Figure 1. PDN straps and rails.
The bar under the picture is 50 um long. Pins as bars on the die edge. Tap cells in grey.
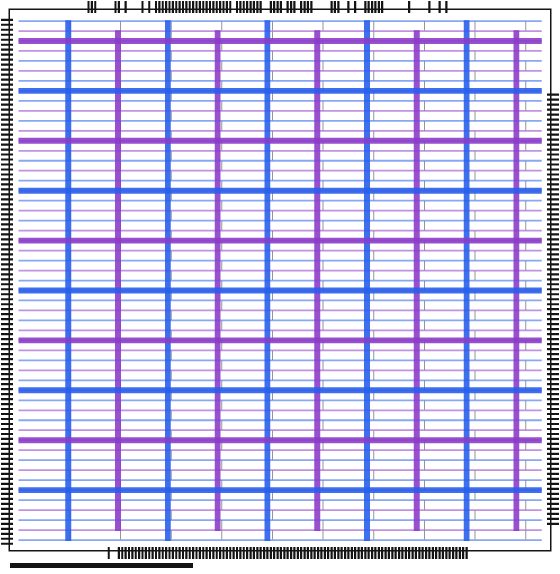
Figure 2. Cell classes on the final placement.
The bar under the picture is 50 um long.
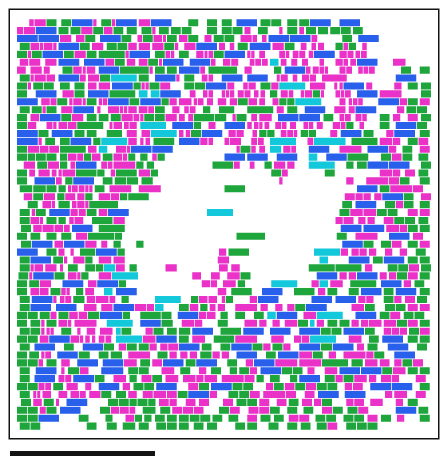
Figure 3. Clock distribution.
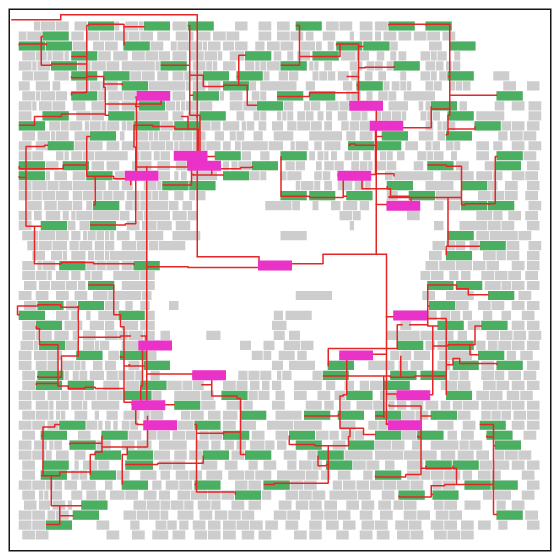
### config.mk
export PLATFORM = sky130hd
export DESIGN_NAME = id_ex_stage
export DESIGN_NICKNAME = d
export VERILOG_FILES = /design/src/rtl/mips_pkg.sv /design/src/rtl/id_decode.sv /design/src/rtl/id_ex_stage.sv
export SDC_FILE = /design/constraint.sdc
export NUM_CORES = 1
export LEC_CHECK = 0
export CAP_MARGIN = 10
export CORE_MARGIN = 2
export CORE_UTILIZATION = 37
export DETAILED_ROUTE_END_ITERATION = 7
export PLACE_DENSITY = 0.77
export SYNTH_ARGS = -nofsm -noshare
export SYNTH_HDL_FRONTEND = slang
export SYNTH_SLANG_ARGS = --single-unit
### constraint.sdc
create_clock -name clock -period 2.4 [get_ports clock]
set_input_delay 0.48 -clock clock [delete_from_list [all_inputs] [get_ports clock]]
set_output_delay 0.48 -clock clock [all_outputs]
set_load 0.01 [all_outputs]
### src/rtl/mips_pkg.sv
// Shared MIPS decode constants for the ID/EX stage and its decoder.
package mips_pkg;

  localparam int unsigned DATA_W = 32;
  localparam int unsigned ADDR_W = 5;

  localparam logic [5:0] OP_RTYPE = 6'h00;
  localparam logic [5:0] OP_JAL   = 6'h03;
  localparam logic [5:0] OP_BEQ   = 6'h04;
  localparam logic [5:0] OP_BNE   = 6'h05;
  localparam logic [5:0] OP_ADDI  = 6'h08;
  localparam logic [5:0] OP_ADDIU = 6'h09;
  localparam logic [5:0] OP_SLTI  = 6'h0A;
  localparam logic [5:0] OP_ANDI  = 6'h0C;
  localparam logic [5:0] OP_ORI   = 6'h0D;
  localparam logic [5:0] OP_LUI   = 6'h0F;
  localparam logic [5:0] OP_LW    = 6'h23;
  localparam logic [5:0] OP_SW    = 6'h2B;

  localparam logic [5:0] FN_JR = 6'h08;

  localparam logic [4:0] REG_RA = 5'd31;

  // Opcodes whose rt field is a source operand rather than a destination.
  function automatic logic op_reads_rt(input logic [5:0] op);
    return (op == OP_RTYPE) || (op == OP_BEQ) || (op == OP_BNE) || (op == OP_SW);
  endfunction

endpackage

### src/rtl/id_decode.sv
// Combinational instruction decode: source fields, destination, control bits, immediate.
module id_decode #(
  parameter int unsigned DATA_W = mips_pkg::DATA_W,
  parameter int unsigned ADDR_W = mips_pkg::ADDR_W
) (
  input  logic [31:0]       instr,
  output logic [ADDR_W-1:0] rs_addr,
  output logic [ADDR_W-1:0] rt_addr,
  output logic [ADDR_W-1:0] dest,
  output logic              reg_write,
  output logic              mem_read,
  output logic              uses_rt,
  output logic [DATA_W-1:0] imm
);
  import mips_pkg::*;

  logic [5:0] w_op;

  assign w_op      = instr[31:26];
  assign rs_addr   = ADDR_W'(instr[25:21]);
  assign rt_addr   = ADDR_W'(instr[20:16]);
  assign mem_read  = (w_op == OP_LW);
  assign uses_rt   = op_reads_rt(w_op);
  assign imm       = {{(DATA_W-16){instr[15]}}, instr[15:0]};

  // Destination register select; jr and non-writing opcodes leave dest at 0.
  always_comb begin
    dest      = '0;
    reg_write = 1'b0;
    case (w_op)
      OP_RTYPE: begin
        if (instr[5:0] != FN_JR) begin
          dest      = ADDR_W'(instr[15:11]);
          reg_write = 1'b1;
        end
      end
      OP_ADDI, OP_ADDIU, OP_SLTI, OP_ANDI, OP_ORI, OP_LUI, OP_LW: begin
        dest      = ADDR_W'(instr[20:16]);
        reg_write = 1'b1;
      end
      OP_JAL: begin
        dest      = ADDR_W'(REG_RA);
        reg_write = 1'b1;
      end
      default: ;
    endcase
  end

endmodule

### src/rtl/id_ex_stage.sv
// ID/EX pipeline register with writeback bypass, load-use stall and stall counter.
module id_ex_stage #(
  parameter int unsigned DATA_W = mips_pkg::DATA_W,
  parameter int unsigned ADDR_W = mips_pkg::ADDR_W
) (
  input  logic              clock,
  input  logic              reset,
  input  logic              in_valid,
  output logic              in_ready,
  input  logic [31:0]       in_instr,
  input  logic [31:0]       in_pc,
  output logic              read_enabled,
  output logic [ADDR_W-1:0] read_addr_s,
  output logic [ADDR_W-1:0] read_addr_t,
  input  logic [DATA_W-1:0] rf_data_s,
  input  logic [DATA_W-1:0] rf_data_t,
  input  logic              wb_write_enabled,
  input  logic [ADDR_W-1:0] wb_write_addr,
  input  logic [DATA_W-1:0] wb_write_data,
  input  logic              flush,
  output logic              out_valid,
  input  logic              ex_ready,
  output logic [31:0]       out_pc,
  output logic [DATA_W-1:0] out_rs_val,
  output logic [DATA_W-1:0] out_rt_val,
  output logic [DATA_W-1:0] out_imm,
  output logic [5:0]        out_opcode,
  output logic [5:0]        out_funct,
  output logic [ADDR_W-1:0] out_dest,
  output logic              out_reg_write,
  output logic              out_mem_read,
  output logic [31:0]       stall_count
);

  logic [ADDR_W-1:0] w_rs_addr;
  logic [ADDR_W-1:0] w_rt_addr;
  logic [ADDR_W-1:0] w_dest;
  logic              w_reg_write;
  logic              w_mem_read;
  logic              w_uses_rt;
  logic [DATA_W-1:0] w_imm;
  logic [DATA_W-1:0] w_rs_val;
  logic [DATA_W-1:0] w_rt_val;
  logic              w_advance;
  logic              w_hazard;

  logic              r_valid;
  logic [31:0]       r_pc;
  logic [DATA_W-1:0] r_rs_val;
  logic [DATA_W-1:0] r_rt_val;
  logic [DATA_W-1:0] r_imm;
  logic [5:0]        r_opcode;
  logic [5:0]        r_funct;
  logic [ADDR_W-1:0] r_dest;
  logic              r_reg_write;
  logic              r_mem_read;
  logic [31:0]       r_stall_count;

  id_decode #(
    .DATA_W(DATA_W),
    .ADDR_W(ADDR_W)
  ) u_decode (
    .instr    (in_instr),
    .rs_addr  (w_rs_addr),
    .rt_addr  (w_rt_addr),
    .dest     (w_dest),
    .reg_write(w_reg_write),
    .mem_read (w_mem_read),
    .uses_rt  (w_uses_rt),
    .imm      (w_imm)
  );

  assign read_enabled = in_valid;
  assign read_addr_s  = w_rs_addr;
  assign read_addr_t  = w_rt_addr;

  // Operand capture: r0 is hard zero, then same-cycle writeback wins over the file.
  always_comb begin
    w_rs_val = rf_data_s;
    w_rt_val = rf_data_t;
    if (w_rs_addr == '0) begin
      w_rs_val = '0;
    end else if (wb_write_enabled && (wb_write_addr != '0) && (wb_write_addr == w_rs_addr)) begin
      w_rs_val = wb_write_data;
    end
    if (w_rt_addr == '0) begin
      w_rt_val = '0;
    end else if (wb_write_enabled && (wb_write_addr != '0) && (wb_write_addr == w_rt_addr)) begin
      w_rt_val = wb_write_data;
    end
  end

  assign w_advance = !r_valid || ex_ready;

  // A load sitting in this stage cannot forward to the instruction behind it.
  assign w_hazard = r_valid && r_mem_read && (r_dest != '0) &&
                    ((r_dest == w_rs_addr) || ((r_dest == w_rt_addr) && w_uses_rt));

  assign in_ready = !reset && (flush || (w_advance && !w_hazard));

  // Stage register: reset, then flush, then bubble-or-capture when downstream can take it.
  always_ff @(posedge clock) begin
    if (reset) begin
      r_valid       <= 1'b0;
      r_pc          <= '0;
      r_rs_val      <= '0;
      r_rt_val      <= '0;
      r_imm         <= '0;
      r_opcode      <= '0;
      r_funct       <= '0;
      r_dest        <= '0;
      r_reg_write   <= 1'b0;
      r_mem_read    <= 1'b0;
      r_stall_count <= '0;
    end else if (flush) begin
      r_valid <= 1'b0;
    end else if (w_advance) begin
      if (w_hazard) begin
        r_valid <= 1'b0;
        if (r_stall_count != 32'hFFFF_FFFF) begin
          r_stall_count <= r_stall_count + 32'd1;
        end
      end else begin
        r_valid     <= in_valid;
        r_pc        <= in_pc;
        r_rs_val    <= w_rs_val;
        r_rt_val    <= w_rt_val;
        r_imm       <= w_imm;
        r_opcode    <= in_instr[31:26];
        r_funct     <= in_instr[5:0];
        r_dest      <= w_dest;
        r_reg_write <= w_reg_write;
        r_mem_read  <= w_mem_read;
      end
    end
  end

  assign out_valid     = r_valid;
  assign out_pc        = r_pc;
  assign out_rs_val    = r_rs_val;
  assign out_rt_val    = r_rt_val;
  assign out_imm       = r_imm;
  assign out_opcode    = r_opcode;
  assign out_funct     = r_funct;
  assign out_dest      = r_dest;
  assign out_reg_write = r_reg_write;
  assign out_mem_read  = r_mem_read;
  assign stall_count   = r_stall_count;

endmodule

==> results.sh <==
# physical design summary
export IMPL_status="finished with violations"
export IMPL_violations="setup timing"
export IMPL_syn_inst=863
export IMPL_fmaxAchievable_mhz=384
export IMPL_grt_antenna_before_repair=2
export IMPL_grt_max_degree=123
export IMPL_track_usage_pct=25.8
export IMPL_yosysTopAreaCell="dfxtp_1"
export IMPL_viasPerCell=5.53
export IMPL_p_total_mw=7.20
export IMPL_cts_buffers=17
export IMPL_netlist_area_um2=7580
export IMPL_synth_flops=158
export IMPL_drt_pass1_iter_count=5
export IMPL_synth_top_area_share_pct=41.7
export IMPL_grt_pass1_wl_mm=43.9
export IMPL_cts_buffer_depth=2
export IMPL_crit_fanout=20
export IMPL_placed_cell_area_um2=11800
export IMPL_initial_core_util_pct=37.6
export IMPL_critPathLaunch="out_dest[0]"
export IMPL_swShare_pct=28.6
export IMPL_hold_path_class="flip-flop to flip-flop"
export IMPL_hold_violations=0
export IMPL_edf_count=0
export IMPL_async_flop_share_pct=0
export IMPL_drive_gt1_share_pct=26.0
export IMPL_grt_pass1_vias=8155
export IMPL_wl_per_cell_um=20.7
export IMPL_crit_end="out_rt_val[13]"
export IMPL_r2r_end="out_rt_val[13]"
export IMPL_synthTopCellsByArea="dfxtp_1 (42%), mux2i_1 (8.4%), o31ai_1 (7.5%), nand3b_1 (6.5%), nand2_1 (5.9%)"
export IMPL_finalCriticalPeriod_ns=2.60
export IMPL_cts_sinks=158
export IMPL_nets=1425
export IMPL_final_setup_worst_slack_ns=-0.203
export IMPL_finalSetupViolations=117
export IMPL_finalCritPeriodShare_pct=108
export IMPL_wirelength_mm=31.8
export IMPL_r2r_cells=8
About Figure 1:
net	colour
VDD	purple
VSS	blue
met4 straps	10
signal pins	363
die height: 147 um
VDD IR-drop max: 460 uV
core area: 20200 um2
Die W: 147 um

About Figure 2:
class	colour	cells	share of their area
combinational and other logic	magenta	605	36%
other buffers and delay cells	green	471	37%
clock drivers and dummy loads	cyan	32	4.2%
flops	blue	158	23%
Finished Core Util: 69.2%
post-route cell area: 14000 um2
row count: 52
Seq area share: 22.7%

About Figure 3:
[clock drivers] magenta | count: 17
[flip-flops] green | count: 158
[clock wires] red | length: 2190 um
routed clock nets	18
flops lie	widely spread
clk pwr: 2.72 mW
clk_lat worst skew: 0.43 ns
Setup Skew: 0.0110 ns
Clock Power Share: 37.8%

-- worst max-delay path, cell delays in order, from the launching register on --
cell and delay (ns):
dfxtp_1 0.31, or4_4 0.55, o211ai_4 0.24, nor4_4 0.08, buf_4 0.15, or4_4 0.54
buf_12 0.19, clkbuf_16 0.19, o31ai_2 0.24
-- final cells by class --
cell class / count / share of cell area [%]
diodes: 1 / 0.0179
well taps: 270 / 2.42
repair buffers: 471 / 35.8
clock buffers: 17 / 3.05
flip-flops and latches: 158 / 22.7
inverters: 3 / 0.0807
multi-input cells: 602 / 34.8
clock inverters: 15 / 1.08
-- what timing repair did --
item	CTS	global route
pin swaps	22	105
setup buffers	9	3
gates resized	52	215
gates cloned	9	14
endpoints found under the setup margin	130	145
-- stage by stage --
| step | TNS [ns] | hold slack [ns] |
|---|---|---|
| floorplan | -0.0103 | 0.481 |
| global placement | -69.79 | 0.440 |
| detailed placement | -71.98 | 0.446 |
| CTS | -12.58 | 0.456 |
| global route | -18.61 | 0.483 |
| finish | -10.78 | 0.464 |
-- registers in the layout (all words and copies together) (netlist names) --
name	flops
out_opcode	6
out_valid	1
out_dest	5
out_rs_val	32
out_reg_write	1
out_imm	16
out_mem_read	1
stall_count	32
out_rt_val	32
out_pc	32
-- layout by cell type (no fill, tap or decap), types with 20 or more instances in the layout --
cell type,synthesis,final
nand2_1,119,63
buf_4,34,62
dfxtp_1,158,156
clkdlybuf4s50_1,0,356
mux2i_1,64,64
nand2_2,0,20
nand3b_1,66,66
nand2_4,0,36
a21oi_2,0,48
o31ai_1,76,31
clkbuf_16,0,29
o31ai_2,0,32
a21oi_1,83,35
-- kinds of logic after synthesis --
family / synth area share [%]
mux: 9.19
compound gates: 16.2
buf+inv: 7.69
simple gates: 22.8
fa+ha+maj: 0.165
xor+xnor: 2.31
flops: 41.7
Power is estimated from default activity; no workload was simulated.
